[config.mk]
export PLATFORM = sky130hd
export DESIGN_NAME = fetch_unit
export DESIGN_NICKNAME = d
export VERILOG_FILES = /design/src/rtl/fetch_unit.sv
export SDC_FILE = /design/constraint.sdc
export NUM_CORES = 1
export LEC_CHECK = 0
export CORE_ASPECT_RATIO = 0.75
export CORE_MARGIN = 3
export CORE_UTILIZATION = 55
export CTS_BUF_LIST = sky130_fd_sc_hd__clkbuf_4 sky130_fd_sc_hd__clkbuf_8
export DETAILED_ROUTE_END_ITERATION = 16
export DONT_BUFFER_PORTS = 1
export HOLD_SLACK_MARGIN = 0.03
export PLACE_DENSITY = 0.73
export SLEW_MARGIN = 20
export SYNTH_ARGS = -nofsm -noshare
export SYNTH_HDL_FRONTEND = slang
export SYNTH_SLANG_ARGS = --single-unit
[constraint.sdc]
create_clock -name clk -period 4.3 [get_ports clk]
set_input_delay 1.29 -clock clk [delete_from_list [all_inputs] [get_ports clk]]
set_output_delay 1.29 -clock clk [all_outputs]
set_load 0.005 [all_outputs]
[src/rtl/fetch_unit.sv]
// Instruction fetch stage: fetches one word per request from instruction memory,
// holds it for decode until accepted, then advances pc sequentially or to a branch target.
module fetch_unit #(
    parameter int unsigned PC_W    = 8,
    parameter int unsigned INSTR_W = 16
) (
    input  logic               clk,
    input  logic               rst_n,
    input  logic               en,
    output logic               imem_req,
    output logic [PC_W-1:0]    imem_addr,
    input  logic               imem_ack,
    input  logic [INSTR_W-1:0] imem_rdata,
    output logic               instr_valid,
    input  logic               instr_ready,
    output logic [3:0]         opcode,
    output logic [INSTR_W-1:0] instr_out,
    output logic [PC_W-1:0]    pc_out,
    input  logic               branch_taken,
    output logic [15:0]        issued_cnt
);

    localparam int unsigned CNT_W = 16;

    typedef enum logic [1:0] {
        IDLE  = 2'd0,
        FETCH = 2'd1,
        ISSUE = 2'd2
    } state_t;

    state_t             state, state_next;
    logic [PC_W-1:0]    pc, pc_next;
    logic [PC_W-1:0]    pc_hold, pc_hold_next;
    logic [INSTR_W-1:0] instr_q, instr_next;
    logic [CNT_W-1:0]   cnt, cnt_next;
    logic               req_next, valid_next;

    // State, datapath and registered handshake outputs
    always_ff @(posedge clk or negedge rst_n) begin
        if (!rst_n) begin
            state       <= IDLE;
            pc          <= '0;
            pc_hold     <= '0;
            instr_q     <= '0;
            cnt         <= '0;
            imem_req    <= 1'b0;
            instr_valid <= 1'b0;
        end else begin
            state       <= state_next;
            pc          <= pc_next;
            pc_hold     <= pc_hold_next;
            instr_q     <= instr_next;
            cnt         <= cnt_next;
            imem_req    <= req_next;
            instr_valid <= valid_next;
        end
    end

    // Next-state and datapath update; branch_taken matters only on the handshake
    always_comb begin
        state_next   = state;
        pc_next      = pc;
        pc_hold_next = pc_hold;
        instr_next   = instr_q;
        cnt_next     = cnt;
        case (state)
            IDLE: begin
                if (en) state_next = FETCH;
            end
            FETCH: begin
                if (imem_ack) begin
                    instr_next   = imem_rdata;
                    pc_hold_next = pc;
                    state_next   = ISSUE;
                end
            end
            ISSUE: begin
                if (instr_ready) begin
                    pc_next    = branch_taken ? instr_q[PC_W-1:0] : pc_hold + PC_W'(1);
                    cnt_next   = (cnt == {CNT_W{1'b1}}) ? cnt : cnt + CNT_W'(1);
                    state_next = en ? FETCH : IDLE;
                end
            end
            default: state_next = IDLE;
        endcase
        req_next   = (state_next == FETCH);
        valid_next = (state_next == ISSUE);
    end

    assign imem_addr  = pc;
    assign instr_out  = instr_q;
    assign opcode     = instr_q[INSTR_W-1 -: 4];
    assign pc_out     = pc_hold;
    assign issued_cnt = cnt;

endmodule

### Floorplan with the power grid

Bar = 20 um. Pins as bars on the die edge. Tap cells in grey.
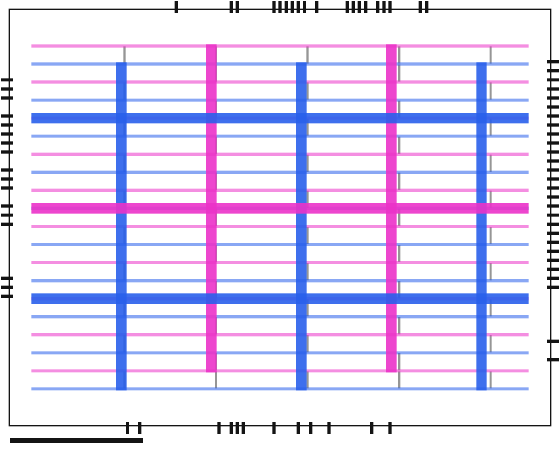
legend:
  blue:
    net: VSS
  magenta:
    net: VDD
rows: 19
signal pins: 76
met1 rails: 20
met5 straps: 3

==> run summary <==
This note records the results obtained with Yosys and OpenROAD.

Logic synthesis
Yosys stat counts around 190 cells in the synthesized netlist. In this run, synthesis inferred 0 flip-flops with an integrated enable. The top cell type by area accounts for 55.50% of the synthesized area. The post-synthesis simple-gate area fraction is 14.99%. The count of mapped cells out of synthesis is 193. The fraction of registers with async set/reset is 100.0%. The number of distinct standard cells referenced by the synthesized netlist is 32.

The synthesis run shows the most used standard cells to be dfrtp_1, mux2_2, nand2_1, xor2_1, o21ai_0. According to the Yosys statistics, the synthesized design has a chip area of around 2300 sq um. The portion of synthesized area spent on multiplexers is 13.87%.

The most instantiated library cell after synthesis is dfrtp_1. The adder-cell area share of the yosys netlist is roughly 1.1%. The main kind of combinational logic by area is simple AND/OR/NAND/NOR gates.

Summed over all instances, the cell type with the most area after synthesis is dfrtp_1. The dominant synthesized flop cell is dfrtp_1. By area the synthesized netlist is led by dfrtp_1, mux2_2, xor2_1.

Sequential cells were found to cover 55.50% of the synthesized design area.

Global routing
The number of global-route vias before repair is roughly 1,500. The total global-route track usage is between 15 and 20%. The total congestion overflow after global routing is 0.

The number of antenna violations at the first check in global routing is 0. Entering global routing, the biggest net connects 53 pins. The first global-routing pass estimated about 7600 um of wire.

Setup path
The critical path runs through a total of 4 cells. STA classifies the critical path endpoint as a flop. The number of cells on the worst reg-to-reg path is 4. The buffer-and-inverter tally for the worst setup path is 0. The register-to-register path setup slack is ~2.1 ns. The nature of the critical path startpoint is an input port.

The largest fanout of any net on the critical path is 26. The critical path endpoint has a required time of 4.49 ns. The slowest stage of the critical path belongs to the cell nand3b_1.

The origin of the worst setup path is instr_ready. The last element of the critical path is issued_cnt[12].

Job
The total tool warning count is 26.

Floorplan
The total die area is 5091 sq um. The number of well-tap cells placed is between 50 and 60. The floorplan core density is about three fifths.

The floorplan die height is 62.55 um.

Cells and area
The share of final layout cell area taken by clock buffers and inverters is 3.901%. The library cell used most frequently in the layout, excluding fill and tap cells, is dfrtp_1. The area growth from synthesis to layout is 5.336%.

Leaving out buffers and inverters, the combinational logic in the layout accounts for 984.7 sq um. The number of standard cells in the layout, taps in and fillers out is about 240. The class occupying the most area after layout is reported as sequential cells. Per the layout report, the design carries 2 non-clock inverters. The clock buffers instantiated in the layout total 7. After routing the design area is 2470 sq um.

The final layout net count is 216. The register cell area after layout is 1301 sq um. The fraction of layout cells with a size suffix above 1 is between 10% and 20%. For this run, the share of the core covered by cells in the final layout is 63.74%. After layout, the buffer instance count without clock buffers stands at 1.

The count of flip-flops and latches is 52. Of the total standard cell area in the layout, the multi-input combinational portion is about two fifths. The number of antenna diodes in the final layout is 0.

Pwr
The clock network burns 19.9% of the power. In this run switching power makes up 32.70% of total power. The leakage power figure is 1.141 nW.

IR analysis of the VDD net gives a maximum drop of 0.0003993 V. The fraction of power consumed by combinational cells is 21.1%. The script computed a power per unit cell area of 599.0 nW/um^2. The design draws 1.479 mW.

Min path
The count of cells along the worst hold path is 1. The class of the tightest hold or removal check is reg -> reg. Hold analysis lists the worst path endpoint as issued_cnt[0].

Clock tree
The number of gates given a new drive strength after cts is 0. The post-CTS setup repair buffer count is 0. The post-CTS hold buffer count recorded in the log is 0. The tree is rooted in a clkbuf_8. The maximum clock insertion buffer count is 2. The maximum level of the CTS H-tree is 2. The number of clock sinks seen by CTS is 52. In this run, CTS created clock tree buffers numbering 5. TritonCTS built the clock tree.

Timing
Between clock sinks in the finished design, the worst skew comes to 0.004786 ns. Derived from the worst setup path, the maximum achievable clock frequency is 380.2 MHz. The worst setup margin is 1.670 ns.

After layout, the worst path uses 61.16% of the clock period. The last timing report of the flow puts the setup violation total at 0. The transition time at the pin with the least slew margin is 0.9743 ns. Setup total negative slack on the finished layout was measured at 0 ns.

Endpoints failing hold in the final report were tallied at 0. The post-layout minimum cycle time is 2.630 ns.

Routing
The detailed router's first-iteration violation count is 65. The detailed router reported a total wirelength of 4705 um. TritonRoute output was used to compute an average wire per cell of ~19 um.

The number of nets still failing antenna checks after routing is 0.

Placement
The final weighted congestion of routability-driven global placement is 0.7944. The worst slack at placement is 1.414 ns. Per the placement log, port buffering inserted 0 buffers.

Outcome
The run finished with clean final reports.
### Placement view

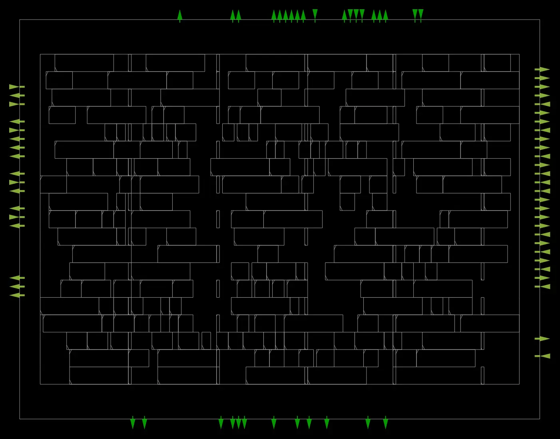
fillcell total: 320
floorplan row count: 19
sequential share of cell area: 52.68%
area of the placeable core: 3875 sq um

==> registers in the layout, summed over array words and instances (netlist names) <==
register	count
imem_req	1
instr_valid	1
issued_cnt	16
pc_out	8
instr_out	16
state	2
imem_addr	8
==> power groups by stage <==
| stage | clock network [mW] | logic (mW) | registers, mW |
|---|---|---|---|
| final | 0.294 | 0.313 | 0.873 |
| after global routing | 0.328 | 0.351 | 0.902 |
| after CTS | 0.304 | 0.314 | 0.876 |
| after detailed placement | 0 | 0.312 | 0.885 |
| after global placement | 0 | 0.290 | 0.873 |
| after floorplan | 0 | 0.300 | 0.816 |
==> per-layer routing <==
layer	up-vias	share of wire [%]	GRT usage (%)
li1	678	-	-
met1	716	45	25.73
met2	73	44	28.56
met3	12	9.5	6.340
met4	0	1.8	8.017
met5	-	0	0
Power figures rest on the tool's default switching activity, not on a simulated workload.
